==> src/rtl/apb_requester.sv <==
// APB initiator: turns single CPU load/store requests into APB setup/access
// transfers, bounding each ACCESS phase with a timeout and pulsing APB_perr on errors.
module apb_requester #(
  parameter int ADDR_WIDTH     = 32,
  parameter int DATA_WIDTH     = 32,
  parameter int TIMEOUT_CYCLES = 16
) (
  input  logic                  pclk,
  input  logic                  rst,
  input  logic                  req_valid,
  output logic                  req_ready,
  input  logic [ADDR_WIDTH-1:0] req_addr,
  input  logic [DATA_WIDTH-1:0] req_wdata,
  input  logic [3:0]            req_wstb,
  input  logic                  req_write,
  output logic                  rsp_valid,
  output logic [DATA_WIDTH-1:0] rsp_rdata,
  output logic                  rsp_err,
  output logic [ADDR_WIDTH-1:0] paddr,
  output logic [DATA_WIDTH-1:0] pdata,
  input  logic [DATA_WIDTH-1:0] prdata,
  output logic                  psel,
  output logic                  penable,
  output logic                  pwrite,
  output logic [3:0]            pstb,
  input  logic                  pready,
  input  logic                  perr,
  output logic                  APB_perr
);

  typedef enum logic [1:0] {IDLE = 2'd0, SETUP = 2'd1, ACCESS = 2'd2} state_t;

  localparam bit          TMO_EN   = (TIMEOUT_CYCLES != 0);
  localparam logic [15:0] TMO_LAST = 16'(TIMEOUT_CYCLES - 1);

  state_t      state, state_nxt;
  logic [15:0] cnt;
  logic        done, tmo_hit;

  assign req_ready = (state == IDLE);

  always_ff @(posedge pclk) begin
    if (rst) state <= IDLE;
    else     state <= state_nxt;
  end

  always_comb begin
    state_nxt = state;
    done      = 1'b0;
    tmo_hit   = 1'b0;
    case (state)
      IDLE:   if (req_valid) state_nxt = SETUP;
      SETUP:  state_nxt = ACCESS;
      ACCESS: begin
        // pready takes priority over a timeout firing in the same cycle
        if (pready) begin
          done      = 1'b1;
          state_nxt = IDLE;
        end else if (TMO_EN && cnt == TMO_LAST) begin
          tmo_hit   = 1'b1;
          state_nxt = IDLE;
        end
      end
      default: state_nxt = IDLE;
    endcase
  end

  always_ff @(posedge pclk) begin
    if (rst) begin
      psel      <= 1'b0;
      penable   <= 1'b0;
      pwrite    <= 1'b0;
      pstb      <= 4'h0;
      paddr     <= '0;
      pdata     <= '0;
      rsp_valid <= 1'b0;
      rsp_rdata <= '0;
      rsp_err   <= 1'b0;
      APB_perr  <= 1'b0;
      cnt       <= 16'h0;
    end else begin
      rsp_valid <= 1'b0;
      APB_perr  <= 1'b0;
      case (state)
        IDLE: if (req_valid) begin
          paddr   <= req_addr;
          pdata   <= req_wdata;
          pwrite  <= req_write;
          pstb    <= req_write ? req_wstb : 4'h0;
          psel    <= 1'b1;
          penable <= 1'b0;
        end
        SETUP: begin
          penable <= 1'b1;
          cnt     <= 16'h0;
        end
        ACCESS: begin
          if (done) begin
            psel      <= 1'b0;
            penable   <= 1'b0;
            rsp_valid <= 1'b1;
            rsp_rdata <= pwrite ? '0 : prdata;
            rsp_err   <= perr;
            APB_perr  <= perr;
          end else if (tmo_hit) begin
            psel      <= 1'b0;
            penable   <= 1'b0;
            rsp_valid <= 1'b1;
            rsp_rdata <= '0;
            rsp_err   <= 1'b1;
            APB_perr  <= 1'b1;
          end else if (cnt != 16'hFFFF) begin
            // saturates only when the timeout is disabled
            cnt <= cnt + 16'h1;
          end
        end
        default: ;
      endcase
    end
  end

endmodule

==> config.mk <==
export PLATFORM = sky130hd
export DESIGN_NAME = apb_requester
export DESIGN_NICKNAME = d
export VERILOG_FILES = /design/src/rtl/apb_requester.sv
export SDC_FILE = /design/constraint.sdc
export NUM_CORES = 1
export LEC_CHECK = 0
export CAP_MARGIN = 5
export CORE_AREA = 2 2 121 100
export CTS_CLUSTER_DIAMETER = 100
export DETAILED_ROUTE_END_ITERATION = 8
export DIE_AREA = 0 0 123 102
export PLACE_DENSITY = 0.84
export SETUP_SLACK_MARGIN = 0.05
export SLEW_MARGIN = 20
export SYNTH_ARGS = -nofsm -noshare
export SYNTH_HDL_FRONTEND = slang
export SYNTH_SLANG_ARGS = --single-unit
==> constraint.sdc <==
create_clock -name pclk -period 2.74 [get_ports pclk]
set_input_delay 0.548 -clock pclk [delete_from_list [all_inputs] [get_ports pclk]]
set_output_delay 0.548 -clock pclk [all_outputs]
set_load 0.01 [all_outputs]
==> images/final_placement.png <==
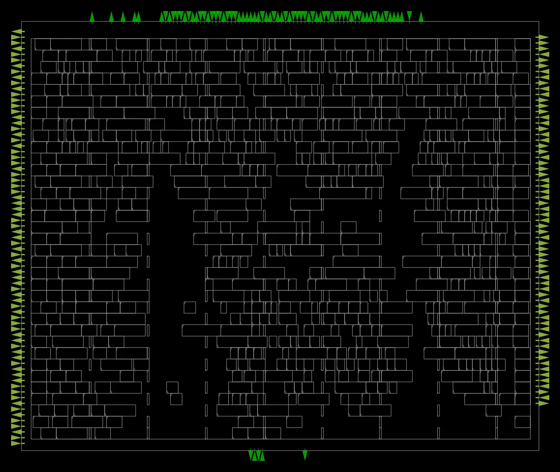
Core Region: 11300 um2
tap cells: 148
post-route insts no fill: 863
number of fill cells in the layout: 879

==> images/met3.png <==
The bar under the picture is 20 um long.
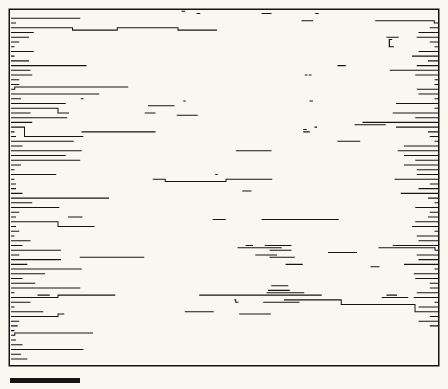
- nets with wire on the layer: 167
- share of all routed wire: 11%
- longest straight run: 35.0 um
met3 Track Usage GR: 8.538%
Post-Route WL: 13250 um
DR vias: 4430

==> images/registers.png <==
The bar under the picture is 20 um long. Other sequential cells in the stronger gray, the rest of the logic in the fainter gray.
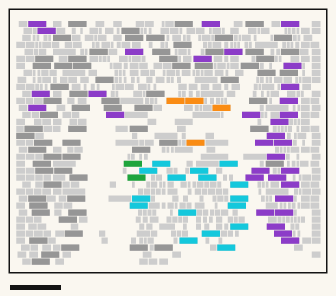
- green: state (flops 2)
- orange: pstb (flops 4)
- purple: paddr (flops 32; where widely spread)
- cyan: cnt (flops 16)
- not colored: 70
P_seq: 1.93 mW
Final Util: 64.09%
Register Area: 2482 um2

==> flow_summary.toml <==
# implementation run metrics
[power]
leakagePower_nw = 2.655
irDropWorstVdd_v = 0.0003845
power.switching_mw = 1.044
clkPwrFrac_pct = 46.4
p_sw_share_pct = 22.40
p_seq_share_pct = 41.4
pwr-share-comb_pct = 12.3
p_per_area_nw_per_um2 = 643.7
internal-power_mw = 3.617
power_mw = 4.661

[worst_setup_path]
crit_family = "buffers and inverters"
path_buffers = 1
critPathArrivalTime_ps = 1580
crit_chain = "nor2_1, clkdlybuf4s50_1"
slowest_delay_ps = 610
end_kind = "output port"
worstSetupPathType = "flop to output port"
crit_required_ps = 2190
crit_path_start_kind = "flop"

[placed_design]
place_inst = 834
routabilityCongestion = 0.8227
dp_hpwl_um = 9362

[synthesis]
edf_count = 0
fp_nets = 611
synth_top_cell_by_count = "nand2_1"
ys_cells = 504
yosysTopAreaCellShare_pct = 56.09
top_cells_by_count = "nand2_1 (138), dfxtp_1 (124), a21oi_1 (85)"
netlist_area_um2 = 4425
synth_warnings = 0
flop_cell = "dfxtp_1"
syn_inst = 504
yosys_area_um2 = 4425
ys_seq_elements = 124
synth_cell_types = 30
area_leaders = "dfxtp_1 (56%), nand2_1 (12%), a21oi_1 (9.6%)"
async_reset_ff_share_pct = 0
netlist.top_cell.by_area = "dfxtp_1"
avgSynthCellArea_um2 = 8.781

[run]
drv_cap = 0
warning_count = 26

[cts]
post-cts-setup-buffers = 0
root_buffer = "clkbuf_16"
h-tree-depth = 4
cts-resized-gates = 0
cts_buffer_depth = 2
clk_pin_slew_worst_paths_ps = 50
cts_buffers = 17
cts_tree = "yes"
holdBufCountCts = 0
clk_latency_ps = 400

[cells_and_area]
diodes = 0
logic_area_um2 = 1802
postLayoutCellArea_um2 = 7241
drive_gt1_share_pct = 6.154
area_growth_pct = 63.61

[sta]
maxSlewHeadroom_pct = 54.25
final.setup_skew_ps = 6.801
period_used_pct = 77.81
rsz0062_at_grt = "false"
fmax_mhz = 469.0
tns_ps = 0
worst_slew_pin_slew_ps = 686.3
min_period_ps = 2132
finalHoldViolCount = 0

[grt]
overflow = 0
grt_usage_pct = 20.17
grt_max_degree = 68
antenna_found_initial = 0
grt_pass1_wl_um = 19710

[run_status]
outcome = "completed"

[drt]
drc = 0
met2RoutedLength_um = 6274
wl_met3_um = 1438
viasPerCell = 5.133
post_drt_wl_per_cell_um = 15.36
ant_nets = 0

[floorplan]
die_height_um = 102
die_x_um = 123
num_rows = 35
num_io_pins = 213
fp_util_pct = 39.17
die-area_um2 = 12550

[hold_path]
worst_hold_path_type = "flop to flop"
==> images/cell_classes.png <==
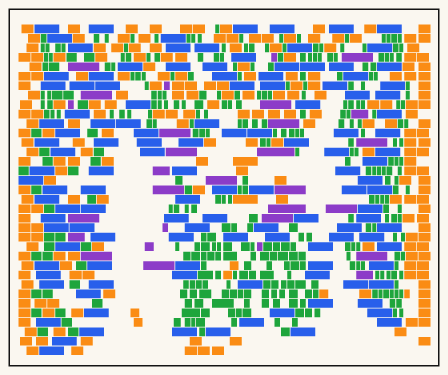
- blue: flip-flops (cells 124; share of their area 35%)
- purple: clock drivers and dummy loads (cells 29; share of their area 8.1%)
- orange: other buffers and delay cells (cells 219; share of their area 31%)
- green: all other logic (cells 343; share of their area 26%)

==> images/density.png <==
12 x 10 tiles, from white (low) to dark blue (high), 0 to 100% covered.
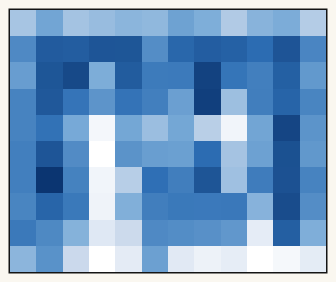
- nearly empty tiles: 2.5%
- tiles over 75% full: 23%
- mean over tiles: 56%
- fullest tile: 98%

## power by group through the flow
stage	clock network [mW]	logic [mW]	registers [mW]
2_1_floorplan	0	0.178	2.00
3_3_place_gp	0	0.561	1.96
3_5_place_dp	0	0.571	1.96
4_1_cts	2.21	0.575	1.93
5_1_grt	2.29	0.619	1.93
6_report	2.16	0.571	1.93
## final timing paths
| kind | start | to | slack, ps | cells after the start |
|---|---|---|---|---|
| worst min register to register | pstb[0] | pstb[0] | 450 | 2 |
| worst max register to register | cnt[0] | cnt[6] | 660 | 6 |
| worst min-delay path | pstb[0] | pstb[0] | 450 | 2 |
| worst max-delay path | state[1] | req_ready | 610 | 2 |
## worst reg2reg max path: cells and delay by family (launching register included)
| family | cells | cell delay [ps] |
|---|---|---|
| AND-OR/OR-AND | 2 | 560 |
| adder cells (fa/ha/maj) | 1 | 220 |
| flip-flops | 1 | 320 |
| AND/OR/NAND/NOR | 3 | 910 |
## cells in the final DEF, fill, tap and decap left out, drive strengths merged
cell type	count
o31ai	10
nand2b	4
ha	1
dfxtp	124
nor3b	1
nor2b	3
o21ai	9
clkbuf	21
nor4	3
and4	3
nor3	3
a22o	32
inv	1
clkdlybuf4s50	211
nand2	138
and2	2
or4	10
clkinv	5
nand4	6
nor2	7
bufinv	2
o21a	2
nor4b	1
mux2i	1
and3	4
a21oi	85
or3	5
clkinvlp	1
o31a	1
nand3	11
buf	8
## stage by stage
stage,worst slack (ps),hold slack (ps)
after global routing,541.1,470.1
after global placement,439.6,438.2
after floorplan,793.7,460.5
after CTS,545.3,452.0
final,607.9,450.4
after detailed placement,386.2,447.1
## sequential cells by signal, indices dropped and copies added (netlist names)
signal	count
paddr	32
pdata	32
rsp_rdata	32
cnt	16
pstb	4
state	2
APB_perr	1
penable	1
psel	1
pwrite	1
rsp_err	1
rsp_valid	1
## cell families after synthesis
| group | Yosys count | share of synthesized area (%) |
|---|---|---|
| adders and majority gates | 1 | 0.2827 |
| DFF | 124 | 56.09 |
| buffers and inverters | 38 | 3.478 |
| muxes | 1 | 0.2262 |
| AOI/OAI and AO/OA | 139 | 19.39 |
| and+or+nand+nor | 201 | 20.53 |
## final cells by class
cell class	instances	share of cell area (%)
Tap cell	148	2.557
Sequential cell	124	34.28
Inverter	1	0.05184
Multi-Input combinational cell	342	24.88
Clock inverter	8	1.279
Timing Repair Buffer	219	30.31
Clock buffer	21	6.636
## layer usage
layer	GRT usage, %	vias to the layer above
met1	21.89	2021
met4	9.878	0
met3	8.538	27
met5	0	-
li1	-	2160
met2	34.13	222
No activity file was given, so power comes from the tool's default toggle rates.
